==> config.mk <==
export PLATFORM = sky130hd
export DESIGN_NAME = seg7_scan_decoder
export DESIGN_NICKNAME = d
export VERILOG_FILES = /design/src/rtl/seg7_pkg.sv /design/src/rtl/seg7_pattern_decode.sv /design/src/rtl/seg7_scan_decoder.sv
export SDC_FILE = /design/constraint.sdc
export NUM_CORES = 1
export LEC_CHECK = 0
export CORE_MARGIN = 2
export CORE_UTILIZATION = 54
export CTS_CLUSTER_SIZE = 30
export DETAILED_ROUTE_END_ITERATION = 6
export PLACE_DENSITY_LB_ADDON = 0.15
export REMOVE_ABC_BUFFERS = 1
export SLEW_MARGIN = 25
export SYNTH_ARGS = -nofsm -noshare
export SYNTH_HDL_FRONTEND = slang
export SYNTH_HIERARCHICAL = 1
export SYNTH_SLANG_ARGS = --single-unit
==> constraint.sdc <==
create_clock -name clk -period 2.7 [get_ports clk]
set_input_delay 0.54 -clock clk [delete_from_list [all_inputs] [get_ports clk]]
set_output_delay 0.54 -clock clk [all_outputs]
set_load 0.05 [all_outputs]
run_1/final_placement.png
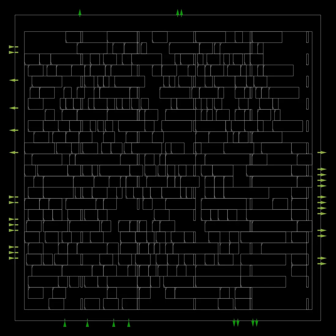
Flop Count: 56
final core utilization: 69.2%

run_1/pins.png
Bar = 20 um. Pins as bars across the die edge, other pins in gray.
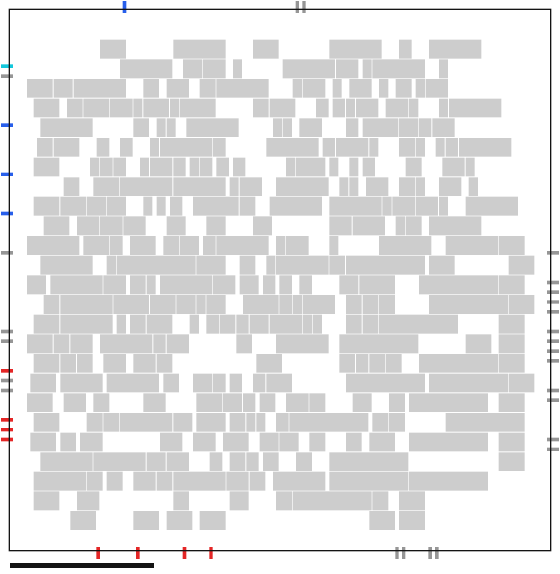
legend:
  red:
    port: segment_i
    pins: 8
    direction: input
    edge: 4 south, 4 west
  blue:
    port: digit_ok_o
    pins: 4
    direction: output
    edge: 3 west, 1 north
  cyan:
    port: clk
    pins: 1
    direction: input
    edge: west
Die Span X: 74.8 um
die height: 74.8 um

run_1/zoom.png
Window x 46 to 66, y 46 to 66 um. Cells in gray, sequential cells in the stronger gray; small squares are vias.
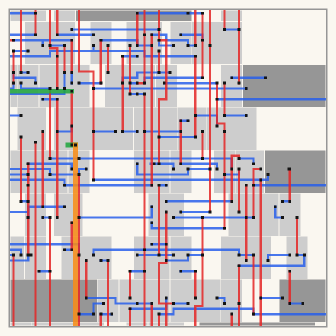
legend:
  orange:
    layer: met4
  red:
    layer: met2
  green:
    layer: met3
  blue:
    layer: met1
cells with their middle in the window: 40
most frequent: nor2_1 (9), nand2_1 (4), xor2_1 (4)
sequential cells in the window: 3

==> results.toml, run 1 <==
# yosys + openroad results
[synth]
simple_gate_share_pct = 27.8
synth.area.mux_share_pct = 2.27
yosysChipArea_mm2 = 0.00271
synthTopCellsByCount = "dfxtp_1 (40), nor2_1 (27), nand2_1 (17)"
edf_count = 16
synthArstFlopShare_pct = 0
ys_top_logic_family = "simple AND/OR/NAND/NOR gates"
synth.area.top_cells = "dfxtp_1 (30%), edfxtp_1 (18%), xnor2_1 (5.2%), nor2_1 (3.7%), xor2_1 (2.9%)"
top_cell_area_share_pct = 29.6
top_area_cell = "dfxtp_1"
ys_seq_share_pct = 47.4
yosysMostFrequentCell = "dfxtp_1"
netlist-cell-type-count = 48

[critical_path]
ff2ff_path_depth = 7
worstPathArrival_ps = 2390
critPathSlowestCell = "dfxtp_1"
cp.depth = 7
critPathKind = "reg -> reg"
crit_chain = "nand3_1, nor4b_1, a311o_1, nor2b_1, nand4_1, a21oi_1, or2_2"
required_ps = 2740

[timing]
setup_viol = 0
hold_viol_final = 0
finalWorstSetupSlack_ps = 344
finalClockSkew_ps = 12.1

[power]
p_int_uw = 1250
p_clk_uw = 555
power.total_uw = 1650
power_leader = "registers"
switching_share_pct = 23.9
seqPwrFrac_pct = 55.2
ir_worst_vdd_mv = 0.447
cellPowerDensity_mw_per_mm2 = 497
p_comb_uw = 181

[clocking]
clk_pin_slew_ps = 100
clkLatencyLatePin_ps = 320
cts_max_level = 2
clock_sinks = 56
cts_hold_buf = 0

[layout]
num_antenna_cells = 0
top_area_cell_class = "multi-input combinational cells"
logic_area_mm2 = 0.00133
comb_share_pct = 40.1
sh_seq_area_pct = 38.7
nNonClkBuffers = 52
largest_reg_flops = 16
nets = 341
fillerInstances = 386

[floorplan]
dieArea_mm2 = 0.00559
pin_count = 38
nWellTaps = 67

[grt]
overflow = 0
grt_max_degree = 33
antenna_found_initial = 0
grt_usage_pct = 20.6
grt_first_pass_wirelength_um = 8730

[drt]
drc = 0
wl_met1_um = 2460
drt_iter0_markers = 117
drtAntennaViolNets = 0
dr_total_vias = 2113

[placement]
dpl.hpwl_um = 3750
port_buffers = 37

[run_status]
status = "finished, final reports clean"

[flow_run]
warnings = 27
==> run 2, diff against run 1 <==
--- a/config.mk
+++ b/config.mk
@@ -11,6 +11,7 @@
 export DETAILED_ROUTE_END_ITERATION = 6
 export PLACE_DENSITY_LB_ADDON = 0.15
 export REMOVE_ABC_BUFFERS = 1
+export SKIP_LAST_GASP = 1
 export SLEW_MARGIN = 25
 export SYNTH_ARGS = -nofsm -noshare
 export SYNTH_HDL_FRONTEND = slang
run_2/density.png
The die is cut into 7 by 7 equal tiles; white is low, dark blue is high, 0 to 100% covered.
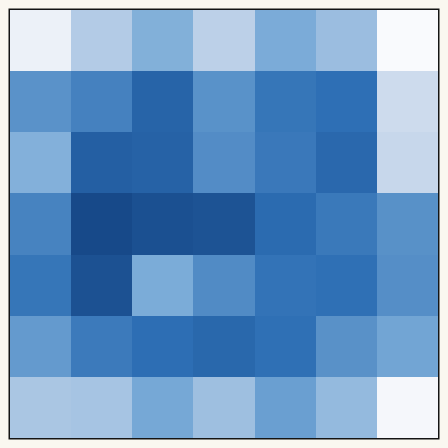
mean over tiles: 58%
fullest tile: 90%
tiles over 75% full: 22%
emptiest ninth of the die: north-east
FP Util: 56.5%
core area: 0.00479 mm^2

run_2/zoom.png
Window x 46 to 66, y 46 to 66 um. Cells in gray, sequential cells in the stronger gray; small squares are vias.
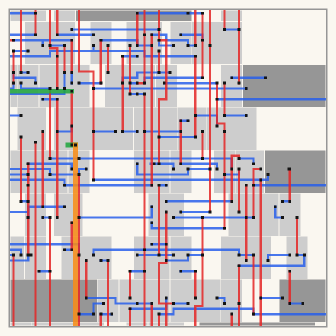
legend:
  red:
    layer: met2
  orange:
    layer: met4
  green:
    layer: met3
  blue:
    layer: met1
sequential cells in the window: 3
cells with their middle in the window: 40
most frequent: nor2_1 (9), nand2_1 (4), xor2_1 (4)

run_2/final_placement.png
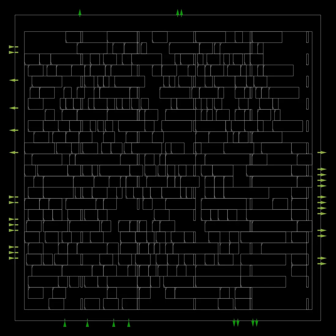
Layout Cells excl Fill: 391
num rows: 25
Seq area share: 38.7%
Fillers: 386

==> run 2 against run 1 <==
Net effect: largest power group unchanged; sequential share of layout area unchanged; non-clock buffer count unchanged; synthesized cell count unchanged; worst setup slack unchanged; flip-flop count unchanged; clock-buffer cell count unchanged; global-route usage unchanged; core utilization unchanged; combinational power about the same; largest cell class unchanged; final cell count unchanged; critical path type unchanged; design area unchanged; critical path depth unchanged.
==> results.toml, run 2 <==
# yosys + openroad results
[layout]
design.seq.count = 56
largest_reg_flops = 16
top_area_cell_class = "multi-input combinational cells"
logic_area_mm2 = 0.00133
nets = 341
nNonClkBuffers = 52
num_antenna_cells = 0

[flow_run]
warnings = 27

[synth]
edf_count = 16
simple_gate_share_pct = 27.8
top_cell_area_share_pct = 29.6
fa_ha_area_share_pct = 2.22
yosysChipArea_mm2 = 0.00271
top_area_cell = "dfxtp_1"
ys_top_logic_family = "simple AND/OR/NAND/NOR gates"
yosysMostFrequentCell = "dfxtp_1"
ys_seq_share_pct = 47.4
synthArstFlopShare_pct = 0
synth.area.top_cells = "dfxtp_1 (30%), edfxtp_1 (18%), xnor2_1 (5.2%), nor2_1 (3.7%), xor2_1 (2.9%)"
netlist-cell-type-count = 48

[floorplan]
pin_count = 38
nWellTaps = 67
die_width_um = 74.8
die_h_um = 74.8
dieArea_mm2 = 0.00559

[drt]
dr_total_vias = 2113
drt_iter0_markers = 117
drtAntennaViolNets = 0
wl_met1_um = 2460
drc = 0

[power]
p_clk_uw = 555
clock_power_share_pct = 33.7
p_comb_uw = 181
power.total_uw = 1650
ir_worst_vdd_mv = 0.447
power_leader = "registers"
cellPowerDensity_mw_per_mm2 = 497
p_leak_uw = 0.00121
seqPwrFrac_pct = 55.2
switching_share_pct = 23.9

[timing]
setup_viol = 0
finalWorstSetupSlack_ps = 344
finalCritPeriodShare_pct = 87.3
finalClockSkew_ps = 12.1
hold_viol_final = 0

[clocking]
clk_pin_slew_ps = 100
cts_max_level = 2
clock_sinks = 56
cts_hold_buf = 0

[placement]
port_buffers = 37

[grt]
overflow = 0
grt_first_pass_wirelength_um = 8730
grt_max_degree = 33
antenna_found_initial = 0

[critical_path]
critPathKind = "reg -> reg"
worstPathArrival_ps = 2390
required_ps = 2740
critPathSlowestCell = "dfxtp_1"

[run_status]
status = "finished, final reports clean"

[hold_path]
whs_path_depth = 2
Power is estimated from default activity; no workload was simulated.
